==> images/pdn.png <==
Drawn at 3 px/micron. Pins as bars on the die edge. Tap cells in gray.
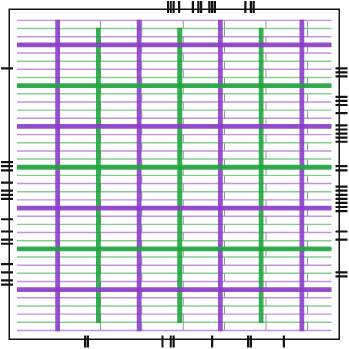
==> images/metal_stack.png <==
Drawn at 3 px/micron.
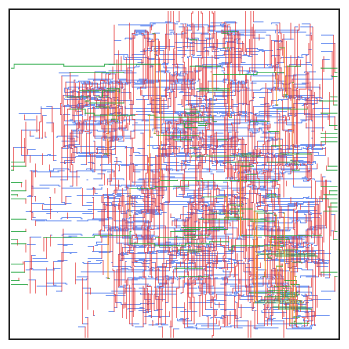
==> images/met3.png <==
Drawn at 2 px/micron.
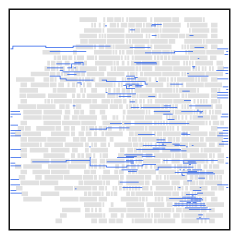
[config.mk]
export PLATFORM = sky130hd
export DESIGN_NAME = sevenseg_scan_decoder
export DESIGN_NICKNAME = d
export VERILOG_FILES = /design/src/rtl/sevenseg_scan_decoder_pkg.sv /design/src/rtl/seg7_to_hex.sv /design/src/rtl/sevenseg_scan_decoder.sv
export SDC_FILE = /design/constraint.sdc
export NUM_CORES = 1
export LEC_CHECK = 0
export CORE_MARGIN = 2
export CORE_UTILIZATION = 62
export DETAILED_ROUTE_END_ITERATION = 7
export PLACE_DENSITY = 0.95
export SLEW_MARGIN = 10
export SYNTH_ARGS = -nofsm -noshare
export SYNTH_HDL_FRONTEND = slang
export SYNTH_SLANG_ARGS = --single-unit
[constraint.sdc]
create_clock -name clk -period 10.5 [get_ports clk]
set_clock_uncertainty 0.1 [all_clocks]
set_input_delay 1.05 -clock clk [delete_from_list [all_inputs] [get_ports clk]]
set_output_delay 1.05 -clock clk [all_outputs]
set_load 0.01 [all_outputs]
[src/rtl/sevenseg_scan_decoder_pkg.sv]
// rtl/sevenseg_scan_decoder_pkg.sv - shared font, segment order and state encoding
package sevenseg_scan_decoder_pkg;

  // Segment bit positions within the active-low a..g pattern
  localparam int SEG_A = 6;
  localparam int SEG_B = 5;
  localparam int SEG_C = 4;
  localparam int SEG_D = 3;
  localparam int SEG_E = 2;
  localparam int SEG_F = 1;
  localparam int SEG_G = 0;

  localparam logic [6:0] FONT [16] = '{
    7'b0000001, 7'b1001111, 7'b0010010, 7'b0000110,
    7'b1001100, 7'b0100100, 7'b0100000, 7'b0001111,
    7'b0000000, 7'b0000100, 7'b0001000, 7'b1100000,
    7'b0110001, 7'b1000010, 7'b0110000, 7'b0111000
  };

  typedef enum logic [1:0] {
    ST_IDLE    = 2'd0,
    ST_COLLECT = 2'd1,
    ST_PUBLISH = 2'd2
  } scan_state_e;

endpackage

[src/rtl/seg7_to_hex.sv]
// rtl/seg7_to_hex.sv - active-low seven-segment pattern to hex nibble
module seg7_to_hex
  import sevenseg_scan_decoder_pkg::*;
(
  input  logic [6:0] pattern,
  output logic       valid,
  output logic [3:0] nibble
);

  always_comb begin
    valid  = 1'b0;
    nibble = 4'd0;
    for (int i = 0; i < 16; i++) begin
      if (pattern == FONT[i]) begin
        valid  = 1'b1;
        nibble = 4'(i);
      end
    end
  end

endmodule

[src/rtl/sevenseg_scan_decoder.sv]
// rtl/sevenseg_scan_decoder.sv - recovers hex digits from a multiplexed 7-segment scan
module sevenseg_scan_decoder
  import sevenseg_scan_decoder_pkg::*;
#(
  parameter int SETTLE  = 4,
  parameter int TIMEOUT = 200000
) (
  input  logic        clk,
  input  logic        reset,
  input  logic [6:0]  AtoG,
  input  logic [7:0]  anode,
  input  logic        DP,
  input  logic        err_clr,
  output logic [31:0] digits,
  output logic [7:0]  dp_bits,
  output logic        frame_valid,
  output logic        seg_error,
  output logic        scan_error,
  output logic        timeout
);

  localparam int SW = $clog2(SETTLE + 1);
  localparam int TW = $clog2(TIMEOUT + 1);
  localparam logic [SW-1:0] SETTLE_LAST = SW'(SETTLE - 1);
  localparam logic [SW-1:0] SETTLE_MAX  = SW'(SETTLE);
  localparam logic [TW-1:0] IDLE_MAX    = TW'(TIMEOUT);

  logic [15:0]   sync1, sync2, prev;
  logic [SW-1:0] settle_cnt;
  logic [TW-1:0] idle_cnt;
  logic [7:0]    mask, mask_d;
  logic [31:0]   slot_nib;
  logic [7:0]    slot_dp;
  scan_state_e   state, state_d;

  logic [7:0] s_anode, sel;
  logic [6:0] s_seg;
  logic       s_dp;
  logic       changed, sample, one_hot, capture, multi, timeout_hit;
  logic [2:0] cap_idx;
  logic       font_ok;
  logic [3:0] font_nib;

  // {anode, AtoG, DP} synchronized together; idle bus is all-ones
  always_ff @(posedge clk or posedge reset) begin
    if (reset) begin
      sync1 <= '1;
      sync2 <= '1;
      prev  <= '1;
    end else begin
      sync1 <= {anode, AtoG, DP};
      sync2 <= sync1;
      prev  <= sync2;
    end
  end

  assign s_anode = sync2[15:8];
  assign s_seg   = sync2[7:1];
  assign s_dp    = sync2[0];
  assign sel     = ~s_anode;
  assign changed = (sync2 != prev);
  assign sample  = !changed && (settle_cnt == SETTLE_LAST);

  seg7_to_hex u_seg7_to_hex (
    .pattern (s_seg),
    .valid   (font_ok),
    .nibble  (font_nib)
  );

  always_comb begin
    one_hot = (sel != 8'd0) && ((sel & (sel - 8'd1)) == 8'd0);
    cap_idx = 3'd0;
    for (int i = 0; i < 8; i++) begin
      if (sel[i]) cap_idx = 3'(i);
    end
    capture     = sample && one_hot;
    multi       = sample && (sel != 8'd0) && !one_hot;
    timeout_hit = (idle_cnt == IDLE_MAX) && (mask != 8'd0) &&
                  (state != ST_PUBLISH) && !capture;

    // Publish clears first so a same-cycle capture lands in the fresh mask
    mask_d = mask;
    if (state == ST_PUBLISH || timeout_hit) mask_d = 8'd0;
    if (capture) mask_d[cap_idx] = 1'b1;

    state_d = state;
    case (state)
      ST_PUBLISH: state_d = ST_IDLE;
      default: begin
        if (mask_d == 8'hFF)     state_d = ST_PUBLISH;
        else if (mask_d != 8'd0) state_d = ST_COLLECT;
        else                     state_d = ST_IDLE;
      end
    endcase
  end

  always_ff @(posedge clk or posedge reset) begin
    if (reset) state <= ST_IDLE;
    else       state <= state_d;
  end

  always_ff @(posedge clk or posedge reset) begin
    if (reset) begin
      settle_cnt  <= '0;
      idle_cnt    <= '0;
      mask        <= 8'd0;
      slot_nib    <= 32'd0;
      slot_dp     <= 8'd0;
      digits      <= 32'd0;
      dp_bits     <= 8'd0;
      frame_valid <= 1'b0;
      timeout     <= 1'b0;
      seg_error   <= 1'b0;
      scan_error  <= 1'b0;
    end else begin
      if (changed)                      settle_cnt <= '0;
      else if (settle_cnt != SETTLE_MAX) settle_cnt <= settle_cnt + 1'b1;

      if (capture || timeout_hit)   idle_cnt <= '0;
      else if (idle_cnt != IDLE_MAX) idle_cnt <= idle_cnt + 1'b1;

      mask        <= mask_d;
      frame_valid <= (state == ST_PUBLISH);
      timeout     <= timeout_hit;

      if (capture) begin
        slot_nib[cap_idx*4 +: 4] <= font_ok ? font_nib : 4'd0;
        slot_dp[cap_idx]         <= ~s_dp;
      end

      if (state == ST_PUBLISH) begin
        digits  <= slot_nib;
        dp_bits <= slot_dp;
      end

      if (capture && !font_ok) seg_error <= 1'b1;
      else if (err_clr)        seg_error <= 1'b0;

      if (multi)        scan_error <= 1'b1;
      else if (err_clr) scan_error <= 1'b0;
    end
  end

endmodule
==> results.ini <==
[grt]
met2_usage_pct = 47.27
grt_most_used_layer = met2
grt.total_usage_pct = 28.51
grt_max_degree = 108
met1_usage_pct = 34.03
grt_pass1_vias = 5381
antenna_found_initial = 0

[synth]
ff_type = dfrtp_1
synthArstFlopShare_pct = 100.0
ys_cells = 670
edf_count = 0
top_area_cell = dfrtp_1
ys.flops = 163
avgSynthCellArea_sq_um = 10.31
seq_area_frac_synth_pct = 59.94
synth_warnings = 0
synth_top_area_share_pct = 41.67
ys_area_sq_um = 6905
synth_nets = 698
synthCells = 670

[worst_setup_path]
critPathTopFamily = simple AND/OR/NAND/NOR gates
worstPathRequired_ps = 10830
path_max_fanout = 9
max_stage_delay_ps = 620
path_cells = nor2b_1 > o21ai_1 > a31oi_1 > inv_2 > ha_1 > ha_1 > nor2_1 > nand2_1 > or4_1 > mux2_4
critPathSlowestCell = dfstp_2
start_kind = flip-flop
timing.critical_path.mode_cell = ha_1
crit_arrival_ps = 3870
path_buffers = 1
path_class = flip-flop to flip-flop

[power_and_ir_drop]
power_leader = clock
power.internal_mw = 1.082
swShare_pct = 21.11
p_clk_mw = 0.665
ir_drop_mv = 0.1213
power_mw = 1.371
pwr-share-clk_pct = 48.5
static-leakage-power_nw = 3.689
comb_power_mw = 0.0480
power_density_nw_per_um2 = 166.5

[placed_design]
dp_cells = 848
hpwl_mm = 9.689
gp_congestion = 0.9320
place_area_sq_um = 7597
place_ws_ps = 7032

[finish]
mostFrequentLayoutCell = nand2_1
final_core_util_pct = 75.95
stdcell_area_sq_um = 8233
fill_cells = 635
fin_cells = 879
areaGrowthSynthToFinish_pct = 19.22

[routing]
viasPerCell = 5.986
wirelength_mm = 15.71
wl_per_cell_microns = 17.87
drtPass1Iterations = 5
ant_nets = 0
first_iter_violations = 561

[clock_network]
clk_pin_slew_ps = 60
clk_latency_ps = 550
cts_root_buffer = clkbuf_8
cts_tree = yes
clock_path_buffers = 2
cts_num_sinks = 163
ctsHoldBuffers = 0
cts_made_buffers = 17
htreeDepth = 4

[floorplanning]
rows = 38
die_y_microns = 109.5
dieWidth_microns = 109.5

[final_timing]
setup_violations = 0
hold_ws_ps = 253.5
layout_min_cycle_time_ps = 3536
fin_ws_ps = 6964
maxSlewHeadroom_pct = 38.34
setup-tns-final_ps = 0
hold_violations = 0
drv_slew = 0
tightest_slew_ps = 917.2
post-route-period-util_pct = 33.68

[job]
cap_violations = 0
warnings = 32

[status]
status = finished clean

[worst_hold_path]
hold_path_class = flip-flop to flip-flop
hp-start = sync1[0]

## Picture notes: pdn.png
| color | net |
|---|---|
| purple | VSS |
| green | VDD |
tap cells: 140
signal pins: 63
met5 straps: 7
rows: 38
met1 rails: 39

## Picture notes: metal_stack.png
| color | layer | wire length |
|---|---|---|
| green | met3 | 1060 microns |
| red | met2 | 8000 microns |
| blue | met1 | 6180 microns |
| orange | met4 | 479 microns |

## Picture notes: met3.png
longest straight run: 32.2 microns
wire length on this layer: 1060 microns
nets with wire on the layer: 116
main direction: horizontal
share of all routed wire: 6.7%
met3 Usage GRT: 9.366%
via count: 5262

[cell usage after synthesis (9+ instances only)]
cell        n
clkbuf_1   16
dfstp_2    48
nor2_1     42
o21ai_0    38
a21oi_1    18
ha_1        9
nand3_1    19
inv_1      25
nand4_1    17
dfrtp_1   115
xor2_1      9
nand2_1   173
o21ai_1    10
xnor2_1    25
[logic make-up (layout without fill, tap and decap cells)]
group | after synthesis | in the layout | share of synthesized area, %
adder cells (fa/ha/maj) | 10 | 10 | 1.776
XOR/XNOR | 34 | 34 | 4.312
multiplexers | 13 | 13 | 2.283
AND-OR/OR-AND | 96 | 96 | 8.589
flip-flops | 163 | 163 | 59.94
AND/OR/NAND/NOR | 301 | 301 | 19.80
buffers and inverters | 53 | 122 | 3.298
[area by class of cell]
class,instances,area [sq um],share of cell area [%]
clock buffers,20,435.4,5.289
flip-flops and latches,163,4139,50.27
inverters,27,106.4,1.292
well taps,140,175.2,2.128
clock inverters,11,200.2,2.432
repair buffers,64,635.6,7.720
multi-input cells,454,2541,30.87
[state kept, by name (all words and copies together), names as in the netlist]
name / flops
dp_bits: 8
settle_cnt: 3
scan_error: 1
slot_dp: 8
sync1: 16
state: 2
timeout: 1
seg_error: 1
mask: 8
sync2: 16
slot_nib: 32
idle_cnt: 18
prev: 16
digits: 32
frame_valid: 1
[path summary, 6_finish.rpt]
check                               end  slack [ps]  depth (start not counted)
setup / recovery           slot_nib[19]        6960                         10
hold / removal                 sync2[0]         250                          0
setup reg to reg           slot_nib[19]        6960                         10
hold reg to reg                sync2[0]         250                          0
max in group asynchronous    digits[25]        8090                          3
min in group asynchronous       mask[0]        1000                          2
[layer usage]
layer,wire length [microns],vias to the layer above,part of all wire [%]
li1,-,2361,-
met1,6177,2590,39
met2,7998,252,51
met3,1056,59,6.7
met4,479,0,3.0
met5,0,-,0
Power figures rest on the tool's default switching activity, not on a simulated workload.
